--- src/rtl/dmem_arbiter.sv ---
// Two-port arbiter in front of the single-port data memory: port 0 (MEM stage) has priority,
// port 1 (debug/loader) gets a forced grant after MAX_WAIT denials; accept -> access -> response.
module dmem_arbiter #(
  parameter int AW        = 64,
  parameter int DW        = 64,
  parameter int MEM_BYTES = 65536,
  parameter int MAX_WAIT  = 4
) (
  input  logic          clk,
  input  logic          rst_n,
  input  logic          p0_req,
  input  logic          p0_we,
  input  logic [AW-1:0] p0_adr,
  input  logic [DW-1:0] p0_wdata,
  output logic          p0_gnt,
  output logic          p0_rvalid,
  output logic [DW-1:0] p0_rdata,
  output logic          p0_err,
  input  logic          p1_req,
  input  logic          p1_we,
  input  logic [AW-1:0] p1_adr,
  input  logic [DW-1:0] p1_wdata,
  output logic          p1_gnt,
  output logic          p1_rvalid,
  output logic [DW-1:0] p1_rdata,
  output logic          p1_err,
  output logic [AW-1:0] mem_adr,
  output logic [DW-1:0] mem_din,
  output logic          mem_mrd,
  output logic          mem_mwr,
  input  logic [DW-1:0] mem_dout
);

  localparam int CW = $clog2(MAX_WAIT + 1);
  localparam logic [CW-1:0] WAIT_MAX = CW'(MAX_WAIT);
  // Highest legal start address; comparing against it avoids overflow of adr + 7.
  localparam logic [AW-1:0] LAST_ADR = AW'(MEM_BYTES - 8);

  logic [CW-1:0] wait_q, wait_d;
  logic          force_p1;

  logic          acc_vld_q, acc_vld_d;
  logic          acc_port_q, acc_port_d;
  logic          acc_we_q, acc_we_d;
  logic          acc_legal_q, acc_legal_d;
  logic [AW-1:0] acc_adr_q, acc_adr_d;
  logic [DW-1:0] acc_wdata_q, acc_wdata_d;

  logic          p0_rvalid_q, p0_rvalid_d, p0_err_q, p0_err_d;
  logic          p1_rvalid_q, p1_rvalid_d, p1_err_q, p1_err_d;
  logic [DW-1:0] p0_rdata_q, p0_rdata_d, p1_rdata_q, p1_rdata_d;

  logic          mem_go;
  logic          rsp_fire;

  always_comb begin
    force_p1 = p1_req && (wait_q == WAIT_MAX);
    // Grants are gated by rst_n so nothing is accepted while reset is held.
    p1_gnt   = rst_n && p1_req && (!p0_req || force_p1);
    p0_gnt   = rst_n && p0_req && !force_p1;
    wait_d   = wait_q;
    if (!p1_req || p1_gnt) begin
      wait_d = '0;
    end else if (wait_q != WAIT_MAX) begin
      wait_d = wait_q + 1'b1;
    end
  end

  always_comb begin
    acc_vld_d   = p0_gnt || p1_gnt;
    acc_port_d  = p1_gnt;
    acc_we_d    = p1_gnt ? p1_we    : p0_we;
    acc_adr_d   = p1_gnt ? p1_adr   : p0_adr;
    acc_wdata_d = p1_gnt ? p1_wdata : p0_wdata;
    acc_legal_d = acc_adr_d <= LAST_ADR;
  end

  always_comb begin
    mem_go  = acc_vld_q && acc_legal_q;
    mem_mrd = mem_go && !acc_we_q;
    mem_mwr = mem_go && acc_we_q;
    mem_adr = mem_go ? acc_adr_q : '0;
    mem_din = (mem_go && acc_we_q) ? acc_wdata_q : '0;
  end

  // Reads and illegal accesses of either kind produce a response; legal writes are silent.
  always_comb begin
    rsp_fire    = acc_vld_q && (!acc_legal_q || !acc_we_q);
    p0_rvalid_d = rsp_fire && !acc_port_q;
    p1_rvalid_d = rsp_fire && acc_port_q;
    p0_err_d    = p0_rvalid_d && !acc_legal_q;
    p1_err_d    = p1_rvalid_d && !acc_legal_q;
    p0_rdata_d  = p0_rdata_q;
    p1_rdata_d  = p1_rdata_q;
    if (p0_rvalid_d) p0_rdata_d = acc_legal_q ? mem_dout : '0;
    if (p1_rvalid_d) p1_rdata_d = acc_legal_q ? mem_dout : '0;
  end

  always_ff @(posedge clk or negedge rst_n) begin
    if (!rst_n) begin
      wait_q      <= '0;
      acc_vld_q   <= 1'b0;
      acc_port_q  <= 1'b0;
      acc_we_q    <= 1'b0;
      acc_legal_q <= 1'b0;
      acc_adr_q   <= '0;
      acc_wdata_q <= '0;
      p0_rvalid_q <= 1'b0;
      p0_err_q    <= 1'b0;
      p0_rdata_q  <= '0;
      p1_rvalid_q <= 1'b0;
      p1_err_q    <= 1'b0;
      p1_rdata_q  <= '0;
    end else begin
      wait_q      <= wait_d;
      acc_vld_q   <= acc_vld_d;
      acc_port_q  <= acc_port_d;
      acc_we_q    <= acc_we_d;
      acc_legal_q <= acc_legal_d;
      acc_adr_q   <= acc_adr_d;
      acc_wdata_q <= acc_wdata_d;
      p0_rvalid_q <= p0_rvalid_d;
      p0_err_q    <= p0_err_d;
      p0_rdata_q  <= p0_rdata_d;
      p1_rvalid_q <= p1_rvalid_d;
      p1_err_q    <= p1_err_d;
      p1_rdata_q  <= p1_rdata_d;
    end
  end

  assign p0_rvalid = p0_rvalid_q;
  assign p0_err    = p0_err_q;
  assign p0_rdata  = p0_rdata_q;
  assign p1_rvalid = p1_rvalid_q;
  assign p1_err    = p1_err_q;
  assign p1_rdata  = p1_rdata_q;

endmodule

--- config.mk ---
export PLATFORM = sky130hd
export DESIGN_NAME = dmem_arbiter
export DESIGN_NICKNAME = d
export VERILOG_FILES = /design/src/rtl/dmem_arbiter.sv
export SDC_FILE = /design/constraint.sdc
export NUM_CORES = 1
export LEC_CHECK = 0
export CAP_MARGIN = 20
export CORE_AREA = 2 2 227 229
export CTS_BUF_LIST = sky130_fd_sc_hd__clkbuf_8 sky130_fd_sc_hd__clkbuf_16
export CTS_CLUSTER_SIZE = 8
export DETAILED_ROUTE_END_ITERATION = 16
export DIE_AREA = 0 0 229 231
export GPL_TIMING_DRIVEN = 0
export PLACE_DENSITY = 0.55
export SETUP_SLACK_MARGIN = 0.1
export SYNTH_ARGS = -nofsm -noshare
export SYNTH_HDL_FRONTEND = slang
export SYNTH_SLANG_ARGS = --single-unit
--- constraint.sdc ---
create_clock -name clk -period 2.5 [get_ports clk]
set_input_delay 0.25 -clock clk [delete_from_list [all_inputs] [get_ports clk]]
set_output_delay 0.25 -clock clk [all_outputs]
set_load 0.02 [all_outputs]
### Routed clock nets over the placement

(1.5 px per µm)
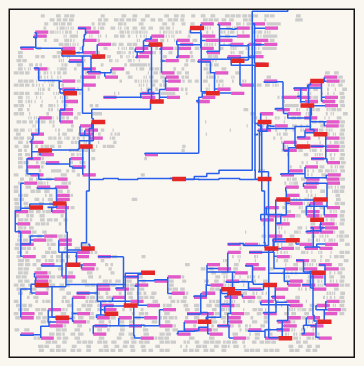
Red shows clock-net drivers, count 40. Magenta shows flip-flops, count 267. Blue shows clock wires, length 4270 µm.
Position of the flops: spread over the die.
Clock Power Share: 0.441
clk latency late pin: 0.54 ns
clock group total power: 0.00496 W

==> results.txt <==
status = complete, no violations
Final nets = 2070
Worst setup endpoint = p0_gnt
reported max-cap violation count = 0
Main synth FF type = dfrtp_1
Post-Route WL = 48900 µm
PnR worst setup slack = 0.188 ns
Pins Over Slew Limit = 0
Max rail drop VDD = 468 µV
Mapped Nets = 1428
CTS Buf Count = 40
Synth Instances = 1100
worst min path class = in -> reg
most frequent cells in the layout = clkdlybuf4s50_1, nand2_1, dfrtp_1
Crit path arrival time = 2.06 ns
port bufs = 589
Avg Cell Area, Syn = 10.2 µm²
grt total ovfl = 0
Dominant combinational family = simple AND/OR/NAND/NOR gates
Final Skew = 0.00943 ns
CP max stage delay = 0.67 ns
Critical Path End Type = output pin
most used logic cell in the final layout = clkdlybuf4s50_1
distinct lib cells = 32
Worst setup startpoint = rst_n
RSZ-0062 raised after global routing = true
layout cells sized above 1 = 0.147
Flop pwr share = 0.418
Core Rows = 83
CP required = 2.25 ns
post-detailed-route count of antenna-violating nets = 0
total track usage = 0.181
Synth Register Bits = 267
Non-Filler Instances = 2434
yosys simple share = 0.217
CTS sink count = 267
Placer Congestion = 0.890
Worst-Margin Slew = 0.635 ns
Mapped Area = 0.0112 mm²
Initial Util = 0.221
DR vias = 10600
yosys stat area = 0.0112 mm²
Place WS = -0.697 ns
drt wl/cell = 20.1 µm
Final setup viols = 0
Max FO, Critical Path = 7
post-route minimum period = 2.31 ns
drc violations = 0
number of enable flip-flop cells = 0
synth warn = 0
Mux cell area share = 0.0816
total power = 0.0112 W
clock-pin slew on the worst setup and hold paths = 0.05 ns
reg2reg end = acc_adr_q[54]
ys async rst share = 1.00
die height = 231 µm
switching pwr = 0.00279 W
CTS Buffer Depth = 3
vias in the first global route = 11300
DR pass1 iterations = 6
worst-case reg-to-reg path depth = 9
placed insts = 2371
Worst slew margin = 0.577
Yosys Instances = 1100
Buf+Inv Stages, Crit Path = 4
XOR-XNOR Cells, Area Fraction = 0
first-pass GRT wire length = 72000 µm
origin of the critical flop-to-flop path = wait_q[0]
CTS tree = done
Seq share, synth = 0.598
pwr dens = 582 mW/mm²
WHS = 0.275 ns
crit-path cells = dlygate4sd3_1, buf_8, buf_16, nand2_1, a31oi_1, clkdlybuf4s50_1
largest net degree at the start of global routing = 113
H-tree depth = 2
### Logic cells by family

(2 px per µm)
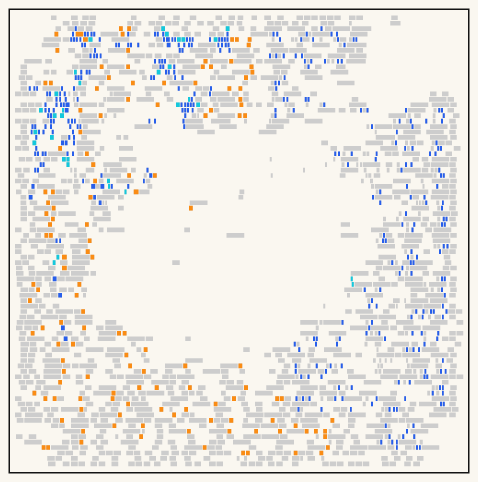
Cyan shows nor cells, cells 32, most used nor4_1. Blue shows nand cells, cells 361, most used nand2_1, where spread over the die. Orange shows and/or cells, cells 136.

## per-stage QoR
step	TNS (ns)	cell area, µm²
after floorplan	0	11200
after global placement	-4216.21	17900
after detailed placement	-21.92	18000
after CTS	0	19300
after global routing	0	19300
final	0	19300
## how the worst min path moves through the flow
stage                     slack [ns]    startpoint  cells past startpoint            end
after floorplan                -0.05         rst_n                      0   acc_adr_q[0]
after global placement          0.46  p0_rdata[30]                      2   p0_rdata[30]
after detailed placement        0.24         rst_n                      1   p0_rdata[18]
after CTS                       0.23    p1_adr[37]                      3  acc_adr_q[37]
after global routing            0.26    p1_adr[37]                      3  acc_adr_q[37]
final                           0.28    p1_adr[41]                      3  acc_adr_q[41]
## power groups by stage
| stage | combinational, W | sequential, W | clock [W] |
|---|---|---|---|
| 2_1_floorplan | 0.000349 | 0.00488 | 0 |
| 3_3_place_gp | 0.00154 | 0.00477 | 0 |
| 3_5_place_dp | 0.00155 | 0.00477 | 0 |
| 4_1_cts | 0.00160 | 0.00470 | 0.00513 |
| 5_1_grt | 0.00171 | 0.00472 | 0.00527 |
| 6_report | 0.00159 | 0.00470 | 0.00496 |
## layout make-up
cell class	instances	area, µm²	area share
buffer	76	483	0.0250
sequential	267	6680	0.346
tap	680	851	0.0441
clock buffer	45	1070	0.0554
antenna	3	7.51	0.000389
clock inverter	6	56.3	0.00292
inverter	5	18.8	0.000972
timing repair buffer	601	6040	0.313
multi-input combinational	751	4110	0.213
## timing repair
item | in CTS | in global routing
endpoints found under the hold margin | 58 | 0
pin swaps | 1 | 0
gates resized | 267 | 23
endpoints found under the setup margin | 132 | 56
hold buffers | 5 | 0
gates cloned | 1 | 0
buffers inserted | 4 | 0
## synth_stat cells (2+ instances only)
cell type / count / area, µm²
a21boi_0: 2 / 15.0
and2_1: 64 / 400
and3_1: 65 / 407
buf_1: 3 / 11.3
buf_2: 21 / 105
buf_4: 7 / 52.6
buf_6: 6 / 67.6
clkbuf_1: 40 / 150
dfrtp_1: 267 / 6680
ha_1: 2 / 25.0
inv_1: 5 / 18.8
mux2_2: 81 / 912
nand2_1: 345 / 1290
nand3_1: 6 / 30.0
nand4_1: 9 / 56.3
nor2_1: 6 / 22.5
nor3_1: 7 / 35.0
nor4_1: 19 / 119
o21ai_0: 129 / 646
or3_1: 2 / 12.5
or4_1: 3 / 22.5
## metal layers
metal  wire length (µm)  up-vias  global-route usage
met5                  0        -                   0
met4               1450        0              0.0637
met3               3730       82              0.0518
met2              24700      461               0.318
met1              19000     5135               0.210
li1                   -     4933                   -
## state kept, by name (all words and copies together), names as in the netlist
register and count:
acc_adr_q 64, acc_wdata_q 64, p0_rdata 64, p1_rdata 64
wait_q 3, acc_legal_q 1, acc_port_q 1, acc_vld_q 1
acc_we_q 1, p0_err 1, p0_rvalid 1, p1_err 1
p1_rvalid 1
## worst register-to-register path, cell delays in order, from the launching register on
cell	delay, ns
dfrtp_1	0.36
inv_2	0.07
ha_4	0.16
nand2_2	0.09
a21o_1	0.17
buf_2	0.40
buf_4	0.27
buf_2	0.25
nand2_1	0.08
nand2_1	0.18
Power figures rest on the tool's default switching activity, not on a simulated workload.
